`src/rtl/simple_acc_ctrl.sv`:
```
// Accumulate controller: on start, sums 1..N_COUNT into a modular accumulator, one term per clock,
// then raises done and holds the result until start is released.
module simple_acc_ctrl #(
    parameter int unsigned N_COUNT = 10,
    parameter int unsigned ACC_W   = 32
) (
    input  logic             clk_i,
    input  logic             rstn_i,
    input  logic             start_i,
    output logic             done_o,
    output logic [ACC_W-1:0] acc_o
);

    typedef enum logic [1:0] {
        StIdle = 2'b00,
        StRun  = 2'b01,
        StDone = 2'b10
    } state_e;

    localparam logic [15:0] CntLast = 16'(N_COUNT);

    state_e           state_q, state_d;
    logic [15:0]      cnt_q, cnt_d;
    logic [ACC_W-1:0] acc_q, acc_d;
    logic             done_q, done_d;
    logic [ACC_W-1:0] cnt_ext;

    // Term is reduced mod 2^ACC_W before the add; the sum wraps the same either way.
    assign cnt_ext = ACC_W'(cnt_q);

    always_ff @(posedge clk_i or negedge rstn_i) begin
        if (!rstn_i) begin
            state_q <= StIdle;
            cnt_q   <= '0;
            acc_q   <= '0;
            done_q  <= 1'b0;
        end else begin
            state_q <= state_d;
            cnt_q   <= cnt_d;
            acc_q   <= acc_d;
            done_q  <= done_d;
        end
    end

    always_comb begin
        state_d = state_q;
        cnt_d   = cnt_q;
        acc_d   = acc_q;
        done_d  = 1'b0;
        case (state_q)
            StIdle: begin
                if (start_i) begin
                    state_d = StRun;
                    cnt_d   = 16'd1;
                    acc_d   = '0;
                end
            end
            StRun: begin
                acc_d = acc_q + cnt_ext;
                cnt_d = cnt_q + 16'd1;
                if (cnt_q == CntLast) begin
                    state_d = StDone;
                    done_d  = 1'b1;
                end
            end
            StDone: begin
                // A held start must not retrigger; wait for it to drop.
                if (start_i) begin
                    done_d = 1'b1;
                end else begin
                    state_d = StIdle;
                end
            end
            default: state_d = StIdle;
        endcase
    end

    assign done_o = done_q;
    assign acc_o  = acc_q;

endmodule

```
`config.mk`:
```
export PLATFORM = sky130hd
export DESIGN_NAME = simple_acc_ctrl
export DESIGN_NICKNAME = d
export VERILOG_FILES = /design/src/rtl/simple_acc_ctrl.sv
export SDC_FILE = /design/constraint.sdc
export NUM_CORES = 1
export LEC_CHECK = 0
export CAP_MARGIN = 20
export CORE_MARGIN = 2
export CORE_UTILIZATION = 30
export DETAILED_ROUTE_END_ITERATION = 8
export SETUP_SLACK_MARGIN = 0.15
export SYNTH_ARGS = -nofsm -noshare
export SYNTH_HDL_FRONTEND = slang
export SYNTH_SLANG_ARGS = --single-unit
```
`constraint.sdc`:
```
create_clock -name clk_i -period 3.1 [get_ports clk_i]
set_input_delay 0.93 -clock clk_i [delete_from_list [all_inputs] [get_ports clk_i]]
set_output_delay 0.93 -clock clk_i [all_outputs]
set_load 0.005 [all_outputs]
```
==> results.rst <==
Run summary
-----------

.. list-table::
   :header-rows: 1

   * - Metric
     - Value
   * - Run status
     - finished clean
   * - Post-cts resize count
     - 0
   * - Kind of path behind the tightest hold check
     - in -> async
   * - Vias in the first global route
     - 3,180
   * - Setup TNS Final
     - 0 ns
   * - Number of H-tree levels
     - 2
   * - Largest type area fraction
     - 0.363
   * - Fraction of area in non-clock buffers
     - 0.106
   * - Final Hold Violation Tally
     - 0
   * - Critical Path Start Type
     - register
   * - Post-DRT Antenna Nets
     - 0
   * - Number of design-rule violations left by the first detailed-router iteration
     - 175
   * - Worst-path cell with the longest stage delay
     - dfrtp_1
   * - Wire length of the first global-routing pass
     - 15,700 um
   * - Syn Std Cell Area
     - 0.00352 mm^2
   * - Avg Synthesized Cell Area
     - 8.76 um^2
   * - Number of sinks driven by the clock tree
     - 51
   * - Initial cell density of the core
     - 0.308
   * - Hold Buf Count CTS
     - 0
   * - Achievable clock frequency
     - 374 MHz
   * - Tally of filler cells in the layout
     - 1,197
   * - Leak
     - 1.85 nW
   * - Detailed-route wire length per cell
     - 15.9 um
   * - Number of setup violations in the final report
     - 0
   * - I/O pin count
     - 36
   * - Placement row count
     - 39
   * - Final design instance area without fill
     - 0.00424 mm^2
   * - Total power consumption of the routed design
     - 2.30 mW
   * - Post-route clock skew
     - 0.00661 ns
   * - Clkbuf count
     - 6
   * - Netlist cell types
     - 58
   * - VDD IR max
     - 0.270 mV
   * - Die Ht
     - 112 um
   * - Synth area leader
     - dfrtp_1
   * - Multi-input combinational cell count
     - 317
   * - Tap cell instance count
     - 143
   * - Slowest Stage Delay on Critical Path
     - 0.43 ns
   * - Bufs w/o clock
     - 49
   * - Nets
     - 466
   * - Clock transition at the registers of the reported paths
     - 0.07 ns
   * - Cell chosen for the clock root
     - clkbuf_16
   * - Synth warnings
     - 0
   * - Dominant kind of cell
     - logic gates
   * - Share of layout cells above drive strength 1
     - 0.0860
   * - Sequential share of cell area
     - 0.301
   * - Final Hold Slack
     - 0.510 ns
   * - Proportion of register bits with asynchronous set or reset after synthesis
     - 1.00
   * - Synth area leaders
     - dfrtp_1, ha_1, nand2_1
   * - Clock buffer count from CTS
     - 5
   * - Top_reg_cell synth
     - dfrtp_1
-- where the power goes --
| group | switching [mW] | internal, mW | leakage (nW) |
|---|---|---|---|
| Combinational | 0.514 | 0.352 | 1.08 |
| Clock | 0.260 | 0.323 | 0.0731 |
| Sequential | 0.103 | 0.742 | 0.702 |
-- state kept, by name, indices dropped and copies added, names as in the netlist --
signal,flops
done_o,1
acc_o,32
cnt_q,16
state_q,2
-- final timing paths --
kind                          start         to  slack, ns  depth (start not counted)
max                        cnt_q[0]  acc_o[24]       0.43                          9
min                          rstn_i     done_o       0.51                          1
max reg2reg                cnt_q[0]  acc_o[24]       0.43                          9
min reg2reg                acc_o[0]   acc_o[0]       0.51                          2
max in group asynchronous    rstn_i  cnt_q[13]       1.98                          2
min in group clk_i         acc_o[0]   acc_o[0]       0.51                          2
-- layer usage --
layer  up-vias  global-route usage
met1      1510               0.207
li1       1576                   -
met4         0              0.0407
met3        12              0.0216
met5         -                   0
met2        69               0.252
-- cells by family after synthesis --
| logic type | count (synthesis) | share of synthesized area |
|---|---|---|
| AND-OR/OR-AND | 119 | 0.238 |
| XOR/XNOR | 13 | 0.0324 |
| adder cells (fa/ha/maj) | 22 | 0.0803 |
| buffers and inverters | 34 | 0.0409 |
| flip-flops | 51 | 0.363 |
| multiplexers | 6 | 0.0185 |
| AND/OR/NAND/NOR | 157 | 0.228 |
-- placed cells by master, fill, tap and decap left out, types with 5 or more instances in the layout --
cell             instances
nor3_1                  15
a21oi_1                 25
dfrtp_1                 51
a21o_1                  14
o21ai_0                 27
nand3_1                 20
and3_1                   5
clkbuf_16                5
clkdlybuf4s50_1         34
xor2_1                  10
o41ai_1                  5
buf_4                   14
ha_1                    21
nand2_1                 50
or3_1                   14
nor2_1                  22
o21a_1                   5
inv_1                   17
nand4_1                 12
==> images/gate_families.png <==
Drawn at 2 px/um.
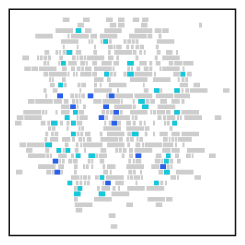
| color | family | cells | most used |
|---|---|---|---|
| cyan | AND-OR and OR-AND gates | 35 | a21o_1 |
| blue | XOR/XNOR gates | 13 | xor2_1 |
top logic cell by instance count in the layout: dfrtp_1
non-filler cells, final: 585
multi-input gate share of the layout cell area: 0.499

==> images/met1.png <==
Drawn at 2 px/um.
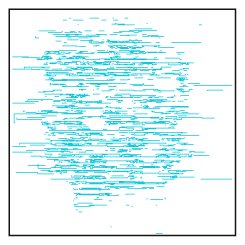
main direction: horizontal
wire length on this layer: 4,480 um
share of all routed wire: 48%
met1 demand-to-capacity share in global routing: 0.207
wirelength, routed: 9290 um

Power figures rest on the tool's default switching activity, not on a simulated workload.
